### config.mk
export PLATFORM = sky130hd
export DESIGN_NAME = keypad_scan
export DESIGN_NICKNAME = d
export VERILOG_FILES = /design/src/rtl/keypad_scan.sv
export SDC_FILE = /design/constraint.sdc
export NUM_CORES = 1
export LEC_CHECK = 0
export CORE_ASPECT_RATIO = 1.25
export CORE_MARGIN = 8
export CORE_UTILIZATION = 50
export CTS_BUF_LIST = sky130_fd_sc_hd__clkbuf_8
export CTS_CLUSTER_SIZE = 14
export DETAILED_ROUTE_END_ITERATION = 10
export PLACE_DENSITY = 0.69
export SETUP_SLACK_MARGIN = 0.02
export SLEW_MARGIN = 40
export SYNTH_ARGS = -nofsm -noshare
export SYNTH_HDL_FRONTEND = slang
export SYNTH_SLANG_ARGS = --single-unit
### constraint.sdc
create_clock -name clk -period 2.9 [get_ports clk]
set_input_delay 0.725 -clock clk [delete_from_list [all_inputs] [get_ports clk]]
set_output_delay 0.725 -clock clk [all_outputs]
set_load 0.02 [all_outputs]
### src/rtl/keypad_scan.sv
// -----------------------------------------------------------------------------
// keypad_scan
//
// Scans a 4x4 active-high key matrix and reports one debounced key press at a
// time. One row is driven at a time; the column lines are synchronised and
// watched. When a column pattern shows up at the end of a row's dwell time the
// scanner freezes on that row and debounces the pattern. A stable single-column
// pattern is accepted as a key. The key then has to be released (debounced as
// well) before another key can be reported.
//
// Parameters
//   SCAN_DIV        clk cycles spent driving each row (>= 4, so the two-flop
//                   column synchroniser settles before the row is judged)
//   DEBOUNCE_CYCLES consecutive clk cycles a pattern must hold to be accepted,
//                   and consecutive all-zero cycles needed for release (>= 2)
//
// Ports
//   clk          system clock, all state on its rising edge
//   reset        asynchronous, active-low reset
//   cols[3:0]    column sense from the keypad, active-high, asynchronous
//   rows[3:0]    row drive, always exactly one bit set
//   col_row_comb {key held, column one-hot, row one-hot}; bits 7:0 keep the
//                last accepted key after release
//   key_new      one-cycle strobe on the cycle a new press is accepted
//   state_dbg    current FSM state (SCAN=0, DB_PRESS=1, HELD=2, DB_RELEASE=3)
// -----------------------------------------------------------------------------
module keypad_scan #(
    parameter int SCAN_DIV        = 48000,
    parameter int DEBOUNCE_CYCLES = 960000
) (
    input  logic       clk,
    input  logic       reset,
    input  logic [3:0] cols,
    output logic [3:0] rows,
    output logic [8:0] col_row_comb,
    output logic       key_new,
    output logic [1:0] state_dbg
);

    // -------------------------------------------------------------------------
    // Counter sizing
    // -------------------------------------------------------------------------
    localparam int DIV_W = (SCAN_DIV > 1) ? $clog2(SCAN_DIV) : 1;
    localparam int DB_W  = (DEBOUNCE_CYCLES > 1) ? $clog2(DEBOUNCE_CYCLES) : 1;

    localparam logic [DIV_W-1:0] DIV_LAST = DIV_W'(SCAN_DIV - 1);
    localparam logic [DIV_W-1:0] DIV_ONE  = DIV_W'(1);

    // The debounce counter is cleared on the cycle that first sees the new
    // pattern (latch in SCAN, first zero in HELD). That cycle is the first of
    // the DEBOUNCE_CYCLES-long run, so the decision is taken on the cycle in
    // which the counter would step from DEBOUNCE_CYCLES-2 to DEBOUNCE_CYCLES-1.
    // The counter therefore never runs past its terminal value.
    localparam logic [DB_W-1:0]  DB_LAST  = DB_W'(DEBOUNCE_CYCLES - 2);
    localparam logic [DB_W-1:0]  DB_ONE   = DB_W'(1);

    // -------------------------------------------------------------------------
    // FSM states
    // -------------------------------------------------------------------------
    typedef enum logic [1:0] {
        SCAN       = 2'd0,
        DB_PRESS   = 2'd1,
        HELD       = 2'd2,
        DB_RELEASE = 2'd3
    } state_t;

    state_t            state_q, state_d;
    logic [3:0]        rows_q, rows_d;
    logic [3:0]        cand_q, cand_d;
    logic [DIV_W-1:0]  div_q, div_d;
    logic [DB_W-1:0]   db_q, db_d;
    logic [8:0]        crc_q, crc_d;
    logic              key_new_q, key_new_d;

    // -------------------------------------------------------------------------
    // Column synchroniser
    // -------------------------------------------------------------------------
    logic [3:0] cols_meta;
    logic [3:0] scols;

    always_ff @(posedge clk or negedge reset) begin
        if (!reset) begin
            cols_meta <= 4'b0000;
            scols     <= 4'b0000;
        end else begin
            cols_meta <= cols;
            scols     <= cols_meta;
        end
    end

    // A pattern with more than one column set cannot be decoded to one key.
    logic cand_one_hot;
    assign cand_one_hot = (cand_q != 4'b0000) && ((cand_q & (cand_q - 4'd1)) == 4'b0000);

    // -------------------------------------------------------------------------
    // State register
    // -------------------------------------------------------------------------
    always_ff @(posedge clk or negedge reset) begin
        if (!reset) begin
            state_q   <= SCAN;
            rows_q    <= 4'b0001;
            cand_q    <= 4'b0000;
            div_q     <= '0;
            db_q      <= '0;
            crc_q     <= 9'b0;
            key_new_q <= 1'b0;
        end else begin
            state_q   <= state_d;
            rows_q    <= rows_d;
            cand_q    <= cand_d;
            div_q     <= div_d;
            db_q      <= db_d;
            crc_q     <= crc_d;
            key_new_q <= key_new_d;
        end
    end

    // -------------------------------------------------------------------------
    // Next-state logic
    // -------------------------------------------------------------------------
    always_comb begin
        state_d   = state_q;
        rows_d    = rows_q;
        cand_d    = cand_q;
        div_d     = div_q;
        db_d      = db_q;
        crc_d     = crc_q;
        key_new_d = 1'b0;

        case (state_q)
            SCAN: begin
                if (div_q == DIV_LAST) begin
                    div_d = '0;
                    if (scols == 4'b0000) begin
                        rows_d = {rows_q[2:0], rows_q[3]};
                    end else begin
                        // Row stays frozen so the pattern keeps reading the
                        // same row while it is debounced.
                        cand_d  = scols;
                        db_d    = '0;
                        state_d = DB_PRESS;
                    end
                end else begin
                    div_d = div_q + DIV_ONE;
                end
            end

            DB_PRESS: begin
                if (scols != cand_q) begin
                    state_d = SCAN;
                    div_d   = '0;
                end else if (db_q == DB_LAST) begin
                    if (cand_one_hot) begin
                        state_d   = HELD;
                        crc_d     = {1'b1, cand_q, rows_q};
                        key_new_d = 1'b1;
                    end else begin
                        // Several columns at once: ambiguous, drop it and
                        // resume scanning from the same row.
                        state_d = SCAN;
                        div_d   = '0;
                    end
                end else begin
                    db_d = db_q + DB_ONE;
                end
            end

            HELD: begin
                // Extra keys only add column bits; they are ignored until
                // every column has gone quiet.
                if (scols == 4'b0000) begin
                    db_d    = '0;
                    state_d = DB_RELEASE;
                end
            end

            DB_RELEASE: begin
                if (scols != 4'b0000) begin
                    state_d = HELD;
                end else if (db_q == DB_LAST) begin
                    state_d  = SCAN;
                    div_d    = '0;
                    crc_d[8] = 1'b0;
                end else begin
                    db_d = db_q + DB_ONE;
                end
            end

            default: begin
                state_d = SCAN;
            end
        endcase
    end

    // -------------------------------------------------------------------------
    // Outputs (all straight from flops)
    // -------------------------------------------------------------------------
    assign rows         = rows_q;
    assign col_row_comb = crc_q;
    assign key_new      = key_new_q;
    assign state_dbg    = state_q;

endmodule

run_1/met3.png
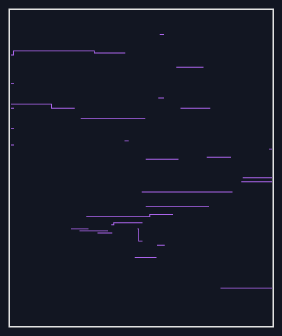
wire length on this layer = 288 um
main direction = horizontal
met3 Use GR: 0.0439
drt total wl: 6.39 mm
Vias: 2,392

run_1/registers.png
Other sequential cells in the stronger gray, the rest of the logic in the fainter gray.
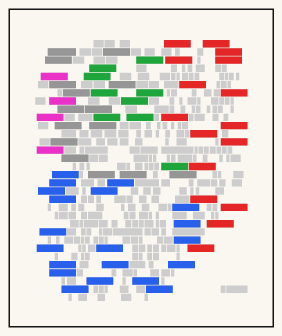
magenta -> cols_meta  # placed flops 4
red -> div_q  # placed flops 16
green -> col_row_comb  # placed flops 9, where north
blue -> db_q  # placed flops 20
not colored = 15
Seq power: 0.000902 W
storage element area: 1600 um2
final core utilization: 0.606

==> metrics.csv, run 1 <==
metric,value,unit
worst-r2r-cell-count,7,
grt_antenna_before_repair,0,
tritoncts,built,
edf_count,0,
sh_comb_area,0.402,
grt_overflow,0,
rr_startpoint,div_q[10],
n_clock_buffer,10,
cts.sinks,64,
grt_usage,0.150,
max_freq,0.406,GHz
design_area,3730,um2
signal_buffers,28,
ant_nets,0,
worst_path_largest_cell_delay,0.72,ns
post-cts-setup-buffer-count,0,
comb_area,1500,um2
use_met2,0.230,
hold_viol,0,
power_density,474,nW/um2
nets,347,
hold_class,flop to flop,
relSlewSlack,0.502,
ys_ff,64,
drc,0,
clock.latency.late_pin,0.33,ns
setup.worst_path.start,state_dbg[1],
min_path_cells,0,
cts-root-buf,clkbuf_8,
clkTransAtPathRegs,0.07,ns
maxCapViolCount,0,
grt_pass1_wl,11.1,mm
drtIter0Drc,158,
rows,32,
fin_ws,0.440,ns
yosys_area,3170,um2
worst_slew_pin_slew,0.744,ns
warning_count,27,
die_h,105,um
peakVddDrop,373,uV
syn_inst,309,
critPathCapture,state_dbg[1],
adder_share,0.0118,
area_share_nonclk_buffers,0.0724,
syn_nets,318,
min_to,scols[1],
endpoint_kind,output pin,
dr.pass1.iters,4,
xor_area_frac,0.0497,
slowest_stage,clkdlybuf4s50_1,
syn2layout_area_growth,17.7,%
path_cells,clkdlybuf4s50_1,
status,"complete, no violations",
met2_length,3.08,mm
top_register,db_q,
dpl_cell_area,3500,um2
yosys_warnings,0,
logic_gate_count,226,
viasPerCell,5.59,
skew,0.0112,ns
aoi_share,0.106,
largest_reg_flops,20,
pre_cts_ws,0.451,ns
synth.distinct_cells,55,
worst-path-max-fanout,13,
setup_violations,0,
grt_start_max_net_pins,65,
htreeDepth,3,
crit_family,buffers and inverters,
portBuffers,21,
yosysTopAreaCell,dfrtp_1,
mux_area_frac,0.0714,
n_tap_cell,85,
antenna_cells,0,
seq_area_frac_synth,0.505,
syn_avg_cell_area,10.3,um2
dieArea,9170,um2
gp_congestion,0.863,
total_power,0.00177,W
min-delay-start,cols_meta[1],
flop-count,64,
slew_viol_final,0,
n_all_inverters,9,
topCellsByArea,"dfrtp_1, mux2_2, nor2_1",
final-clk-cell-share,0.0590,
worstPathRequired,2.17,ns
dominant_cells,sequential cells,
dp_cells,412,
ys_async_sr_fraction,1.00,
cts_made_buffers,9,
top_logic_kind,simple AND/OR/NAND/NOR gates,
fin_tns_setup,0,ns
grt_pass1_vias,2325,
rsz0062_at_grt,no,
crit_arrival,1.74,ns
fin_crit_sh,0.848,
fp.dieW,87.3,um
busiest_layer,met2,
layout_top_cell,dfrtp_1,
run_1/final_placement.png
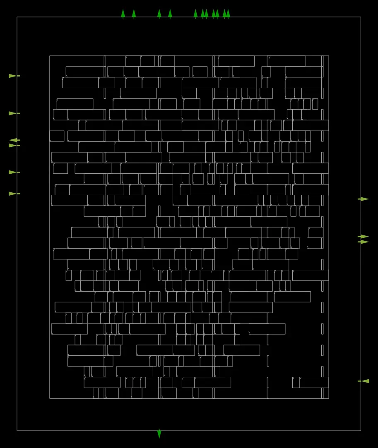
register share of the cell area: 0.429
final std cells w/o fill: 428
FILL cells: 537
CORE AREA: 6170 um2

[run 1: synthesized netlist by cell type (2+ instances only)]
master / number
nand2_1: 24
nand3b_1: 2
nand4_1: 7
nor4b_1: 2
or3_1: 3
a41oi_1: 2
xor2_1: 4
nand4b_1: 2
a21o_1: 2
nor3_1: 9
nor2_1: 34
or4b_2: 2
clkbuf_1: 5
ha_1: 3
nor4_1: 5
o21a_1: 2
nand3_1: 19
xnor2_1: 14
buf_2: 3
or2_1: 2
inv_1: 9
mux2_2: 18
a31oi_1: 9
o21ai_0: 10
dfrtp_1: 63
or4_1: 6
and3_1: 3
a21oi_1: 18
[run 1: power breakdown]
group / internal (W) / switching (W)
clock network: 0.000503 / 0.000331
registers: 0.000898 / 0.00000373
logic: 0.0000113 / 0.0000228
total: 0.00141 / 0.000357
==> run 2, diff against run 1 <==
Clock period 2.9 ns to 2.53 ns, I/O delays scaled along.
run_2/wire_density.png
The die is cut into 17 by 21 equal tiles; black is low, pale yellow is high, scaled to the fullest tile. Values are wire area over tile area, all layers added.
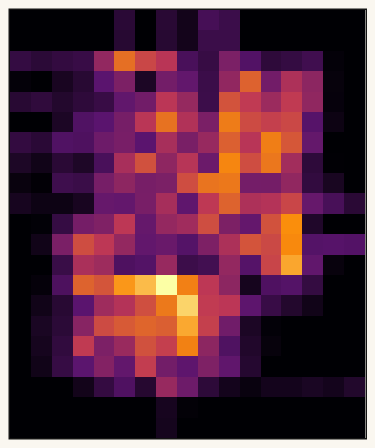
densest ninth of the die = center
tiles over half the peak = 15%
emptiest ninth of the die = south-east
mean over tiles = 0.11
WL/cell: 15.1 um
Global Route Usage Sum: 0.154
drt total wl: 6.65 mm
Vias: 2,462

==> metrics.csv, run 2 <==
metric,value,unit
drtIter0Drc,98,
holdWs,0.265,ns
syn_avg_cell_area,10.3,um2
nets,358,
htreeDepth,3,
worst-path-max-fanout,7,
criticalPathCategory,flop to flop,
cp.depth,6,
flop_cell,dfrtp_1,
netSwitchingFraction,0.228,
fin_crit_sh,0.937,
mux_area_frac,0.0714,
portBuffers,21,
clockBufferDepth,2,
dpl_cell_area,3580,um2
grt_pass1_vias,2425,
crit_arrival,2.60,ns
layout_top_cell,dfrtp_1,
worst-r2r-cell-count,6,
p_int,0.00150,W
critPathCapture,col_row_comb[7],
cts_made_buffers,9,
drc,0,
max_freq,0.422,GHz
skew,0.00965,ns
die_h,105,um
ant_nets,0,
coreArea,6170,um2
clockPowerShare,0.445,
r2r_end,col_row_comb[7],
top_cell,dfrtp_1,
cts.sinks,64,
synthSimpleGateAreaFrac,0.231,
ys_async_sr_fraction,1.00,
pre_cts_ws,0.0579,ns
syn_area,3170,um2
fin_ws,0.159,ns
cts-root-buf,clkbuf_8,
use_met2,0.243,
p_leak,1.58,nW
path_cells,or4b_2 -> o311ai_0 -> nand3_2 -> nor3_4 -> buf_12 -> mux2_2,
synth_stat.cells,309,
yosys_warnings,0,
p_clk,0.000865,W
worstPathRequired,2.76,ns
xor_area_frac,0.0497,
total_power,0.00194,W
peakVddDrop,473,uV
grt_overflow,0,
p_switching,0.000443,W
top_cells_by_count,"dfrtp_1, nor2_1, nand2_1",
grt_pass1_wl,11.3,mm
dr.pass1.iters,4,
final_cell_mix,"dfrtp_1, nor2_1, nand2_1, clkdlybuf4s50_1, nand3_1",
synth.distinct_cells,55,
setup_violations,0,
seq-power,0.00103,W
worst_path_largest_cell_delay,0.69,ns
post-route-util,0.616,
ys_ff,64,
dp_cells,422,
post-route-min-period,2.37,ns
edf_count,0,
fp_util,0.515,
power_density,511,nW/um2
cts_hold_buf,0,
relSlewSlack,0.485,
top_logic_kind,simple AND/OR/NAND/NOR gates,
setup.worst_path.start,cand_q[1],
yosysTopAreaCell,dfrtp_1,
hpwl,4.70,mm
seq_area_frac_synth,0.505,
slowest_stage,or4b_2,
yosys_area,3170,um2
syn_nets,318,
fp.dieW,87.3,um
syn2layout_area_growth,19.6,%
fin_tns_setup,0,ns
grt_antenna_before_repair,0,
grtUsageMet3,0.0431,
pin_count,22,
rsz0062_at_grt,no,
hold_viol,0,
antenna_cells,0,
warning_count,27,
drive_gt1_frac,0.186,
top_register,db_q,
clock.latency.late_pin,0.34,ns
slew_viol_final,0,
seq_power_share,0.533,
comb_power_share,0.022,
dieArea,9170,um2
crit_family,simple AND/OR/NAND/NOR gates,
endpoint_kind,flop,
top_power_group,sequential cells,
busiest_layer,met2,
topCellsByArea,"dfrtp_1, mux2_2, nor2_1",
rows,32,
p_comb,0.0000426,W
design_area,3800,um2
syn_inst,309,
ctsResizeCount,0,
r2r_slack,0.16,ns
hold_class,primary input to async pin,
tritoncts,built,
adder_share,0.0118,
aoi_share,0.106,
met1_usage,0.188,
rr_startpoint,cand_q[1],
worst_slew_pin_slew,0.770,ns
worstSetupStartpointType,flop,
grt_start_max_net_pins,23,
gp_congestion,0.826,
status,"complete, no violations",
viasPerCell,5.61,
largest_reg_flops,20,
clkTransAtPathRegs,0.07,ns
layout.cells.non_filler,439,
critPathBufInv,1,
maxCapViolCount,0,
top_area_frac,0.497,
run 2: cell counts after synthesis:
Identical to the previous run, type by type.
run 2: timing repair:
action / in CTS / in global routing
endpoints found under the hold margin: 0 / 0
buffers inserted: 0 / 1
endpoints found under the setup margin: 0 / 8
run 2: cell type report:
cell class	count	area, um2
Tap cell	85	106
Sequential cell	64	1600
Multi-Input combinational cell	226	1490
Clock buffer	9	124
Inverter	9	33.8
Fill cell	547	2370
Clock inverter	7	72.6
Timing Repair Buffer	39	365
run 2: routing by layer:
| metal | share of wire | up-vias |
|---|---|---|
| met5 | 0 | - |
| met4 | 0.016 | 0 |
| met3 | 0.034 | 8 |
| met2 | 0.49 | 40 |
| met1 | 0.46 | 1210 |
| li1 | - | 1204 |
No activity file was given, so power comes from the tool's default toggle rates.
